## src/rtl/ttt_pkg.sv

```systemverilog
// Shared types and constants for the tic-tac-toe board decoder.
// Cell codes 1..9 map row-major onto nine one-hot cell enables.
package ttt_pkg;

  localparam int TTT_CELLS  = 9;
  localparam int TTT_CODE_W = 4;

  typedef logic [TTT_CODE_W-1:0] cell_code_t;
  typedef logic [TTT_CELLS-1:0]  cell_mask_t;

  localparam cell_code_t TTT_CODE_NONE = '0;
  localparam cell_code_t TTT_CODE_MAX  = cell_code_t'(TTT_CELLS);

endpackage

```

## src/rtl/ttt_sync2.sv

```systemverilog
// Generic-width two-flop synchronizer, async active-low reset.
// Used on switch inputs when TTT_DECODER_INPUT_SYNC_EN is defined.
module ttt_sync2 #(
  parameter int W = 1
) (
  input  logic         clk,
  input  logic         rst_n,
  input  logic [W-1:0] d,
  output logic [W-1:0] q
);

  logic [W-1:0] s1_d;
  logic [W-1:0] s1_q;
  logic [W-1:0] s2_d;
  logic [W-1:0] s2_q;

  // Shift the raw input through two stages.
  always_comb begin
    s1_d = d;
    s2_d = s1_q;
  end

  // Both stages clear to zero on reset.
  always_ff @(posedge clk or negedge rst_n) begin
    if (!rst_n) begin
      s1_q <= '0;
      s2_q <= '0;
    end else begin
      s1_q <= s1_d;
      s2_q <= s2_d;
    end
  end

  assign q = s2_q;

endmodule

```

## src/rtl/ttt_decoder.sv

```systemverilog
// Board position decoder: 4-bit cell code to registered one-hot.
// Define TTT_DECODER_INPUT_SYNC_EN to add 2-flop input synchronizers.
module ttt_decoder
  import ttt_pkg::*;
(
  input  logic                  CLK,
  input  logic                  RST_N,
  input  logic [TTT_CODE_W-1:0] POS_SW,
  input  logic                  ENABLE,
  output logic [TTT_CELLS-1:0]  P_EN,
  output logic                  POS_VALID
);

  cell_code_t code;
  logic       en;

`ifdef TTT_DECODER_INPUT_SYNC_EN
  logic [TTT_CODE_W:0] sync_q;

  ttt_sync2 #(
    .W(TTT_CODE_W + 1)
  ) u_sync (
    .clk  (CLK),
    .rst_n(RST_N),
    .d    ({ENABLE, POS_SW}),
    .q    (sync_q)
  );

  assign en   = sync_q[TTT_CODE_W];
  assign code = sync_q[TTT_CODE_W-1:0];
`else
  assign en   = ENABLE;
  assign code = POS_SW;
`endif

  // The shift index is formed only inside 1..9, so code 0 never wraps.
  function automatic cell_mask_t decode_cell(
    input cell_code_t c,
    input logic       e
  );
    cell_mask_t m;
    m = '0;
    if (e && c != TTT_CODE_NONE && c <= TTT_CODE_MAX)
      m = cell_mask_t'(1) << (c - cell_code_t'(1));
    return m;
  endfunction

  cell_mask_t p_en_d;
  cell_mask_t p_en_q;

  // Decode the current code every cycle; no selection memory.
  always_comb begin
    p_en_d = decode_cell(code, en);
  end

  // Single output register, cleared asynchronously.
  always_ff @(posedge CLK or negedge RST_N) begin
    if (!RST_N) p_en_q <= '0;
    else        p_en_q <= p_en_d;
  end

  assign P_EN      = p_en_q;
  assign POS_VALID = |p_en_q;

endmodule

```

## config.mk

```make
export PLATFORM = sky130hd
export DESIGN_NAME = ttt_decoder
export DESIGN_NICKNAME = d
export VERILOG_FILES = /design/src/rtl/ttt_pkg.sv /design/src/rtl/ttt_sync2.sv /design/src/rtl/ttt_decoder.sv
export SDC_FILE = /design/constraint.sdc
export NUM_CORES = 1
export LEC_CHECK = 0
export ABC_CLOCK_PERIOD_IN_PS = 800
export CAP_MARGIN = 20
export CORE_AREA = 5 5 42 44
export CTS_CLUSTER_DIAMETER = 30
export DETAILED_ROUTE_END_ITERATION = 10
export DIE_AREA = 0 0 47 49
export GPL_TIMING_DRIVEN = 0
export PLACE_DENSITY_LB_ADDON = 0.25
export SLEW_MARGIN = 20
export SYNTH_ARGS = -nofsm -noshare
export SYNTH_HDL_FRONTEND = slang
export SYNTH_HIERARCHICAL = 1
export SYNTH_SLANG_ARGS = --single-unit
```

## constraint.sdc

```tcl
create_clock -name CLK -period 0.8 [get_ports CLK]
set_input_delay 0.16 -clock CLK [delete_from_list [all_inputs] [get_ports CLK]]
set_output_delay 0.16 -clock CLK [all_outputs]
set_load 0.02 [all_outputs]
```

==> deck_impl_summary.md <==
Run Summary

Clock network
  – Root Buffer: clkbuf_4
  – # Post-CTS Setup Buffers: 3
  – # hold bufs at CTS: 0
  – H-tree depth: 1

Final timing
  – Final Worst Setup Slack: -0.560 ns
  – RSZ-0062 raised after global routing: yes
  – Hold Vio Cnt, Final: 0
  – # setup viols final: 13

Synthesis
  – Yosys aoi share: 2.32%
  – Synth unique cells: 13
  – Top non-seq family: simple AND/OR/NAND/NOR gates
  – #FFs+latches synth: 9
  – Syn Nets: 45
  – Synth top cells by count: dfrtp_1, nor2_1, nand2_1, nor3_1
  – Xor+xnor area frac: 0%
  – Syn avg cell area: 10.5 µm²

Power
  – Static Leak: 0.322 nW
  – Internal power: around 0.75 mW
  – P_sw: 0.235 mW
  – Final Power: 0.989 mW
  – Clock share of power: roughly 34%

Route
  – WL final: about 800 µm
  – 1st-iter DRT viols: 1
  – Top Layer Used: met4

Worst setup path
  – Slowest CP cell: dfrtp_1
  – CP Launch Point: P_EN[7]
  – Critical path arrival: 1.20 ns
  – Max stage delay on crit path: 0.41 ns
  – CP Class: reg -> out
  – Crit-path leading delay family: flip-flops
  – WP buf/inv: 1
  – CP Cell Sequence: nor4_4 > nand3_1 > buf_6

Floorplanning
  – Row cnt: 14
  – DIE WIDTH: approximately 47 µm

Finish
  – Antenna diodes: 0
  – Comb/total area: 28.7%
  – Layout area overhead: 76.8%
  – Clk tree area frac: 3.93%
  – Invs w/o clock: 1
  – Share of cells above drive strength 1: approximately 50%
  – Registers: 9

Run status
  – Status: finished, violations left
  – Failing checks: negative setup slack

Placed design
  – GPL Wtd Cong: 0.727

Global route
  – Met1 GRT Util: 8.72%
port_trees.png
Scale bar: 10 µm.
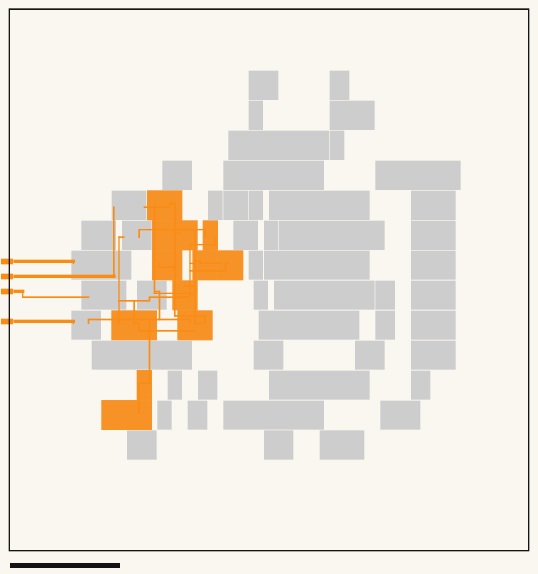
| port | colour | bits | direction | edge | end cells | buffers | wire |
|---|---|---|---|---|---|---|---|
| POS_SW | orange | 4 | input | left | 11 | 5 | 142 µm |
I/O pins: 17
Port Buffers: 16

congestion_map.png
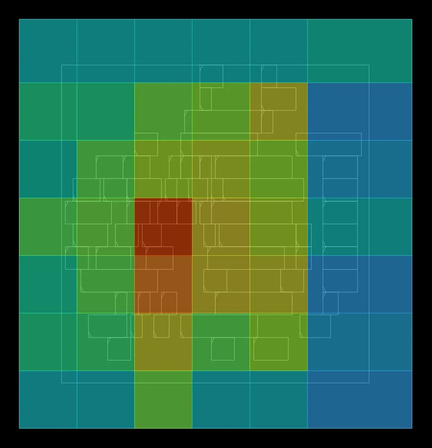
GR peak layer: met2
fin util: 47.7%
GR Util met3: 0.369%
wire per inst: 10.4 µm

Power and IR drop assume default switching activity.
